==> config.mk <==
export PLATFORM = sky130hd
export DESIGN_NAME = key_debounce
export DESIGN_NICKNAME = d
export VERILOG_FILES = /design/src/rtl/key_debounce_pkg.sv /design/src/rtl/key_debounce_ch.sv /design/src/rtl/key_debounce.sv
export SDC_FILE = /design/constraint.sdc
export NUM_CORES = 1
export LEC_CHECK = 0
export CAP_MARGIN = 20
export CORE_MARGIN = 4
export CORE_UTILIZATION = 43
export DETAILED_ROUTE_END_ITERATION = 8
export SKIP_CTS_REPAIR_TIMING = 1
export SYNTH_ARGS = -nofsm -noshare
export SYNTH_HDL_FRONTEND = slang
export SYNTH_SLANG_ARGS = --single-unit
==> constraint.sdc <==
create_clock -name clk -period 5 [get_ports clk]
set_clock_uncertainty 0.05 [all_clocks]
set_input_delay 1.25 -clock clk [delete_from_list [all_inputs] [get_ports clk]]
set_output_delay 1.25 -clock clk [all_outputs]
set_load 0.05 [all_outputs]
==> src/rtl/key_debounce_pkg.sv <==
// Shared types and constants for the four-key debouncer.
// Counter widths bound the legal DEBOUNCE_CYCLES and LONG_CYCLES ranges.
package key_debounce_pkg;

  localparam int unsigned NUM_KEYS   = 4;
  localparam int unsigned DEB_CNT_W  = 20;
  localparam int unsigned HOLD_CNT_W = 26;

  localparam int unsigned KEY_START  = 0;
  localparam int unsigned KEY_RECORD = 1;
  localparam int unsigned KEY_PAUSE  = 2;
  localparam int unsigned KEY_LOAD   = 3;

  typedef enum logic [1:0] {
    StIdle,
    StPressWait,
    StPressed,
    StReleaseWait
  } deb_state_e;

endpackage

==> src/rtl/key_debounce_ch.sv <==
// One debounce channel: 2-flop synchronizer, press/release debounce FSM,
// and a saturating hold counter that fires a single long-press pulse.
module key_debounce_ch
  import key_debounce_pkg::*;
#(
  parameter int unsigned DEBOUNCE_CYCLES = 1000000,
  parameter int unsigned LONG_CYCLES     = 50000000
) (
  input  logic i_clk,
  input  logic i_rst_n,
  input  logic i_key_n,
  output logic o_press,
  output logic o_held,
  output logic o_long
);

  // The sample seen in the entry state counts as the first stable one,
  // so the wait states finish when the counter reaches DEBOUNCE_CYCLES-2.
  localparam logic [DEB_CNT_W-1:0]  DebLast = DEB_CNT_W'(DEBOUNCE_CYCLES - 2);
  localparam logic [HOLD_CNT_W-1:0] HoldMax = HOLD_CNT_W'(LONG_CYCLES);
  localparam logic [HOLD_CNT_W-1:0] HoldPre = HOLD_CNT_W'(LONG_CYCLES - 1);

  logic                  r_meta;
  logic                  r_sync;
  logic                  w_synced;

  deb_state_e            r_state;
  deb_state_e            w_state_d;
  logic [DEB_CNT_W-1:0]  r_deb_cnt;
  logic [DEB_CNT_W-1:0]  w_deb_cnt_d;
  logic [HOLD_CNT_W-1:0] r_hold_cnt;
  logic [HOLD_CNT_W-1:0] w_hold_cnt_d;
  logic                  r_press;
  logic                  w_press_d;
  logic                  r_long;
  logic                  w_long_d;

  assign w_synced = ~r_sync;

  always_comb begin
    w_state_d    = r_state;
    w_deb_cnt_d  = r_deb_cnt;
    w_hold_cnt_d = r_hold_cnt;
    w_press_d    = 1'b0;
    w_long_d     = 1'b0;

    unique case (r_state)
      StIdle: begin
        w_deb_cnt_d  = '0;
        w_hold_cnt_d = '0;
        if (w_synced) begin
          w_state_d = StPressWait;
        end
      end

      StPressWait: begin
        if (!w_synced) begin
          w_state_d   = StIdle;
          w_deb_cnt_d = '0;
        end else if (r_deb_cnt == DebLast) begin
          w_state_d    = StPressed;
          w_deb_cnt_d  = '0;
          w_hold_cnt_d = '0;
          w_press_d    = 1'b1;
        end else begin
          w_deb_cnt_d = r_deb_cnt + DEB_CNT_W'(1);
        end
      end

      StPressed: begin
        if (r_hold_cnt != HoldMax) begin
          w_hold_cnt_d = r_hold_cnt + HOLD_CNT_W'(1);
          w_long_d     = (r_hold_cnt == HoldPre);
        end
        if (!w_synced) begin
          w_state_d   = StReleaseWait;
          w_deb_cnt_d = '0;
        end
      end

      StReleaseWait: begin
        // A bounce back to pressed resumes the hold without a new press pulse.
        if (w_synced) begin
          w_state_d = StPressed;
        end else if (r_deb_cnt == DebLast) begin
          w_state_d   = StIdle;
          w_deb_cnt_d = '0;
        end else begin
          w_deb_cnt_d = r_deb_cnt + DEB_CNT_W'(1);
        end
      end

      default: begin
        w_state_d = StIdle;
      end
    endcase
  end

  always_ff @(posedge i_clk) begin
    if (!i_rst_n) begin
      r_meta     <= 1'b1;
      r_sync     <= 1'b1;
      r_state    <= StIdle;
      r_deb_cnt  <= '0;
      r_hold_cnt <= '0;
      r_press    <= 1'b0;
      r_long     <= 1'b0;
    end else begin
      r_meta     <= i_key_n;
      r_sync     <= r_meta;
      r_state    <= w_state_d;
      r_deb_cnt  <= w_deb_cnt_d;
      r_hold_cnt <= w_hold_cnt_d;
      r_press    <= w_press_d;
      r_long     <= w_long_d;
    end
  end

  assign o_press = r_press;
  assign o_long  = r_long;
  assign o_held  = (r_state == StPressed) || (r_state == StReleaseWait);

endmodule

==> src/rtl/key_debounce.sv <==
// Four independent debounced push-buttons with press, held and long-press
// outputs; the top only maps channel bits onto the named pulses.
module key_debounce
  import key_debounce_pkg::*;
#(
  parameter int unsigned DEBOUNCE_CYCLES = 1000000,
  parameter int unsigned LONG_CYCLES     = 50000000
) (
  input  logic       clk,
  input  logic       rst_n,
  input  logic [3:0] key_in_n,
  output logic       key_start,
  output logic       key_Record,
  output logic       key_pause,
  output logic       key_load,
  output logic [3:0] key_held,
  output logic [3:0] key_long
);

  logic [NUM_KEYS-1:0] w_press;

  for (genvar g = 0; g < NUM_KEYS; g++) begin : g_ch
    key_debounce_ch #(
      .DEBOUNCE_CYCLES (DEBOUNCE_CYCLES),
      .LONG_CYCLES     (LONG_CYCLES)
    ) u_ch (
      .i_clk   (clk),
      .i_rst_n (rst_n),
      .i_key_n (key_in_n[g]),
      .o_press (w_press[g]),
      .o_held  (key_held[g]),
      .o_long  (key_long[g])
    );
  end

  assign key_start  = w_press[KEY_START];
  assign key_Record = w_press[KEY_RECORD];
  assign key_pause  = w_press[KEY_PAUSE];
  assign key_load   = w_press[KEY_LOAD];

endmodule

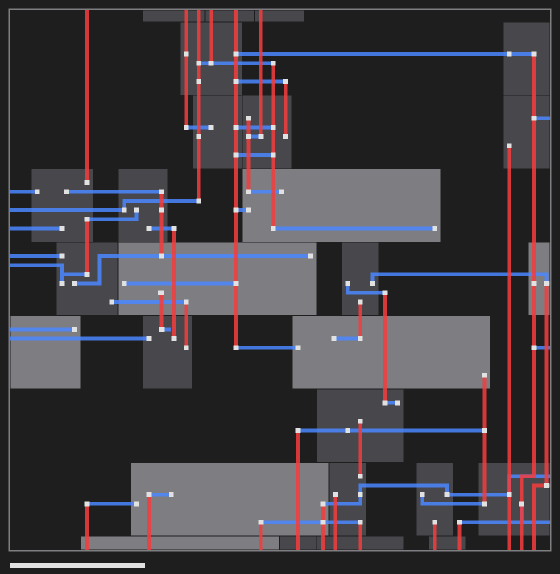
Fig. 1. Close-up of the layout (run 1).
Scale bar: 5 um. Window x 111 to 131, y 111 to 131 um. Cells in grey, sequential cells in the stronger grey; small squares are vias.
met2 -> red
met1 -> blue
netlist names of flops here include = g_ch.u_ch.r_hold_cnt (2), g_ch.u_ch.r_deb_cnt (2)
most frequent = dfxtp_1 (4)
cells with their middle in the window = 16
sequential cells in the window = 4

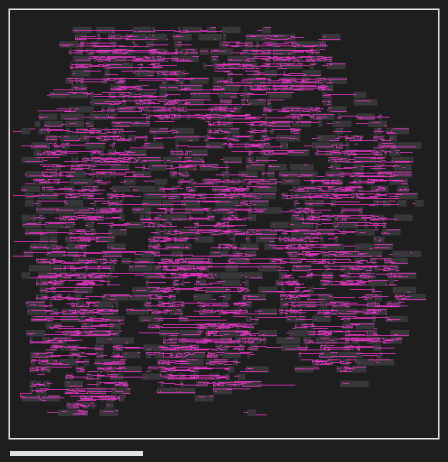
Fig. 2. Signal wires on met1 (run 1).
Scale bar: 50 um. Cells faint in the background.
nets with wire on the layer = 1143
main direction = horizontal
share of all routed wire = 52%
longest straight run = 38.6 um

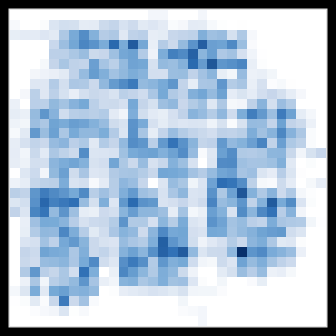
Fig. 3. Wire density map (run 1).
32 x 32 tiles, from white (low) to dark blue (high), scaled to the fullest tile. Values are wire area over tile area, all layers added.
tiles over half the peak = 15%
nearly empty tiles = 24%
emptiest ninth of the die = north-east
fullest tile = 0.48

==> results.cfg, run 1 <==
; synthesis and place-and-route metrics
[clock_tree]
htreeDepth = 1
cts_made_buffers = 24

[routing]
drt_iter0_drc = 414
m1WireLength_um = 10600
final_antenna_net_count = 0
wl_met3_um = 674

[synth]
ys_seq_share_pct = 41.3
numSynthFlops = 208
async_flop_share_pct = 0
synth_top_area_share_pct = 41.3
yosys_area_mm2 = 0.0101
top_area_cell = dfxtp_1
syn_area_mm2 = 0.0101
enable_flop_cells = 0
ys_cells = 1191

[floorplanning]
initCoreUtil_pct = 44.2
core_area_mm2 = 0.0228
dieArea_mm2 = 0.0260
die_width_um = 161

[setup_path]
slowest_delay_ns = 0.77
worst-endpoint-required_ns = 5.31
critical_path.max_fanout = 24
critPathSlowestCell = inv_1
worstSetupPathType = in -> reg
crit_family = buffers and inverters
end_kind = flop

[layout]
layout-drive-gt1-share_pct = 5.15
final_common_cell = dfxtp_1
fillers = 2252
mostFrequentLayoutCells = dfxtp_1 (208), nor2_1 (188), xor2_1 (98)
antennaDiodeCount = 0
largest_registers = g_ch.u_ch.r_hold_cnt x104, g_ch.u_ch.r_deb_cnt x80
regMostFlops = g_ch.u_ch.r_hold_cnt
final_nets = 1209

[grt]
met3_usage_pct = 2.99
gr-usage-met1_pct = 22.5
grt_pass1_wl_um = 35900
grt_pass1_vias = 7514
grt.total_usage_pct = 15.7

[timing]
finalSetupViolations = 0
tightest_slew_ns = 0.923
slew-limit-headroom_pct = 38.3
drv_slew = 0
finalClockPeriodUsage_pct = 66.4
finalCriticalPeriod_ns = 3.32

[run_status]
outcome = finished, final reports clean

[job]
cap_violations = 0

[power]
power_density_mw_per_mm2 = 306
ir_drop_uv = 283
-- run 1: where the power goes --
part           switching [mW]  internal [mW]  leakage, nW
combinational          0.0242         0.0107         1.49
clock                   0.664           1.08        0.397
sequential            0.00373           1.66         1.68
total                   0.692           2.75         3.56
-- run 1: through the flow --
step	setup slack, ns	cell area [um2]	hold slack (ns)	instances	total power, mW
2_1_floorplan	2.31	10100	0.336	1191	1.72
3_3_place_gp	1.20	10400	0.338	1474	1.74
3_5_place_dp	1.16	10400	0.346	1474	1.74
4_1_cts	1.67	11200	0.360	1516	3.50
5_1_grt	1.51	11200	0.385	1516	3.57
6_report	1.68	11200	0.358	1516	3.44
-- run 1: kinds of logic after synthesis --
logic type      count (synthesis)  share of synthesized area (%)
mux                             2                          0.198
fa+ha+maj                      19                           2.28
buf+inv                        83                           3.68
xor+xnor                      133                           11.5
flops                         208                           41.3
simple gates                  587                           30.8
compound gates                159                           10.2
-- run 1: path summary, 6_finish.rpt --
| path | from | end | slack, ns | cells past startpoint |
|---|---|---|---|---|
| worst max-delay path | rst_n | g_ch[2].u_ch.r_hold_cnt[23] | 1.68 | 4 |
| worst max register to register | g_ch[2].u_ch.r_deb_cnt[10] | g_ch[2].u_ch.r_hold_cnt[17] | 2.06 | 6 |
| worst min register to register | g_ch[0].u_ch.r_meta | g_ch[0].u_ch.r_sync | 0.36 | 1 |
| worst min-delay path | g_ch[0].u_ch.r_meta | g_ch[0].u_ch.r_sync | 0.36 | 1 |
-- run 1: final cells by class --
type / instances / area [um2] / area share (%)
Tap cell: 313 / 392 / 3.48
Sequential cell: 208 / 4160 / 37.0
Clock inverter: 4 / 45.0 / 0.401
Multi-Input combinational cell: 900 / 5560 / 49.5
Timing Repair Buffer: 22 / 208 / 1.85
Clock buffer: 38 / 754 / 6.71
Inverter: 31 / 116 / 1.04
==> run 1 -> run 2 <==
Clock period 5 ns to 2.84 ns, I/O delays scaled along.
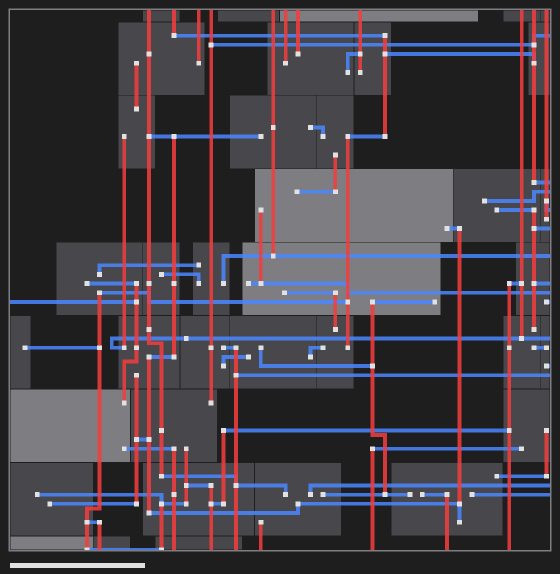
Fig. 4. Close-up of the layout (run 2).
Scale bar: 5 um. Window x 111 to 131, y 111 to 131 um. Cells in grey, sequential cells in the stronger grey; small squares are vias.
met2 -> red
met1 -> blue
netlist names of flops here include = g_ch.u_ch.r_deb_cnt (3)
most frequent = nor2_1 (5), xor2_1 (5)
sequential cells in the window = 3
cells with their middle in the window = 25

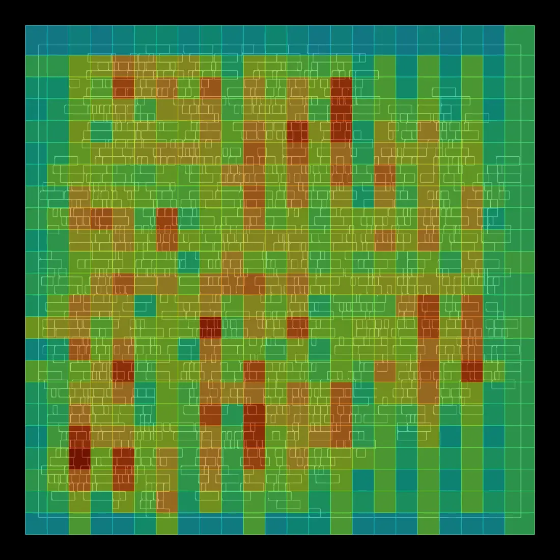
Fig. 5. Congestion heat map (run 2).
global routing met1 resource utilization: 21.9%
GR peak layer: met2
fin util: 50.0%

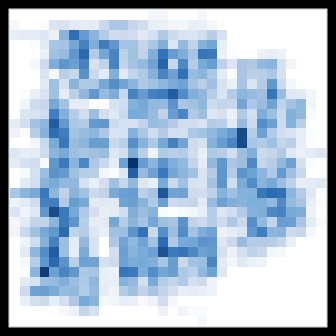
Fig. 6. Wire density map (run 2).
32 x 32 tiles, from white (low) to dark blue (high), scaled to the fullest tile. Values are wire area over tile area, all layers added.
fullest tile = 0.47
tiles over half the peak = 17%
mean over tiles = 0.12

==> results.cfg, run 2 <==
; synthesis and place-and-route metrics
[run_status]
outcome = finished, final reports clean

[grt]
grt_pass1_vias = 7487
grt.total_usage_pct = 15.6

[layout]
layout-drive-gt1-share_pct = 6.86
fillers = 2202
fin_cells = 1538
regMostFlops = g_ch.u_ch.r_hold_cnt
final_common_cell = dfxtp_1
mostFrequentLayoutCells = dfxtp_1 (208), nor2_1 (188), xor2_1 (98)

[min_path]
min-delay-start = g_ch[0].u_ch.r_meta

[setup_path]
crit_family = buffers and inverters
r2r_setup_slack_ns = 0.29
rr_endpoint = g_ch[2].u_ch.r_hold_cnt[3]
worstSetupPathType = reg -> out
critPathSlowestCell = clkdlybuf4s50_1
critical_path.max_fanout = 10
rr_worst_depth = 5
slowest_delay_ns = 0.91
worst-endpoint-required_ns = 2.08

[synth]
ys_seq_share_pct = 41.3
ys_cells = 1191
yosys_area_mm2 = 0.0101
async_flop_share_pct = 0
enable_flop_cells = 0
top_area_cell = dfxtp_1

[job]
cap_violations = 0

[floorplanning]
initCoreUtil_pct = 44.2

[power]
finalPower_mw = 6.16
ir_drop_uv = 341

[placement]
postPlaceCellArea_mm2 = 0.0106
dpl.cell_count = 1494

[timing]
finalClockPeriodUsage_pct = 94.6
finalSetupViolations = 0
hold_slack_ns = 0.355

[clock_tree]
htreeDepth = 1
## run 2: layer usage
layer / vias to the layer above / part of all wire, % / GRT usage (%)
met1: 3793 / 51 / 21.9
met2: 74 / 44 / 25.2
li1: 4276 / - / -
met3: 30 / 2.8 / 2.53
met5: - / 0 / 0
met4: 0 / 2.2 / 3.72
## run 2: where the power goes
group | total, mW | switching (mW) | internal, mW
clock network | 3.16 | 1.22 | 1.93
logic | 0.0706 | 0.0445 | 0.0261
registers | 2.93 | 0.00642 | 2.93
total | 6.16 | 1.27 | 4.89
## run 2: final cells by class
class	count	area, um2	area share (%)
clock buffer	35	713	6.24
tap	313	392	3.43
timing repair buffer	42	373	3.26
inverter	31	116	1.02
clock inverter	9	113	0.985
sequential	208	4160	36.4
multi-input combinational	900	5560	48.6
## run 2: logic make-up after synthesis
| family | Yosys count | share of synthesized area [%] |
|---|---|---|
| and+or+nand+nor | 587 | 30.8 |
| adders and majority gates | 19 | 2.28 |
| buffers and inverters | 83 | 3.68 |
| DFF | 208 | 41.3 |
| AOI/OAI and AO/OA | 159 | 10.2 |
| xor gates and xnor gates | 133 | 11.5 |
| muxes | 2 | 0.198 |
## run 2: worst max-delay path by stage
| stage | start | end | slack [ns] |
|---|---|---|---|
| after floorplan | g_ch[0].u_ch.r_deb_cnt[0] | g_ch[0].u_ch.r_hold_cnt[11] | 0.59 |
| final | flop | key_held[1] | 0.15 |
| after global placement | rst_n | g_ch[2].u_ch.r_hold_cnt[4] | -0.007 |
| after detailed placement | rst_n | g_ch[2].u_ch.r_hold_cnt[14] | -0.06 |
| after CTS | flop | key_held[3] | 0.03 |
| after global routing | flop | key_held[1] | 0.05 |
Power figures rest on the tool's default switching activity, not on a simulated workload.
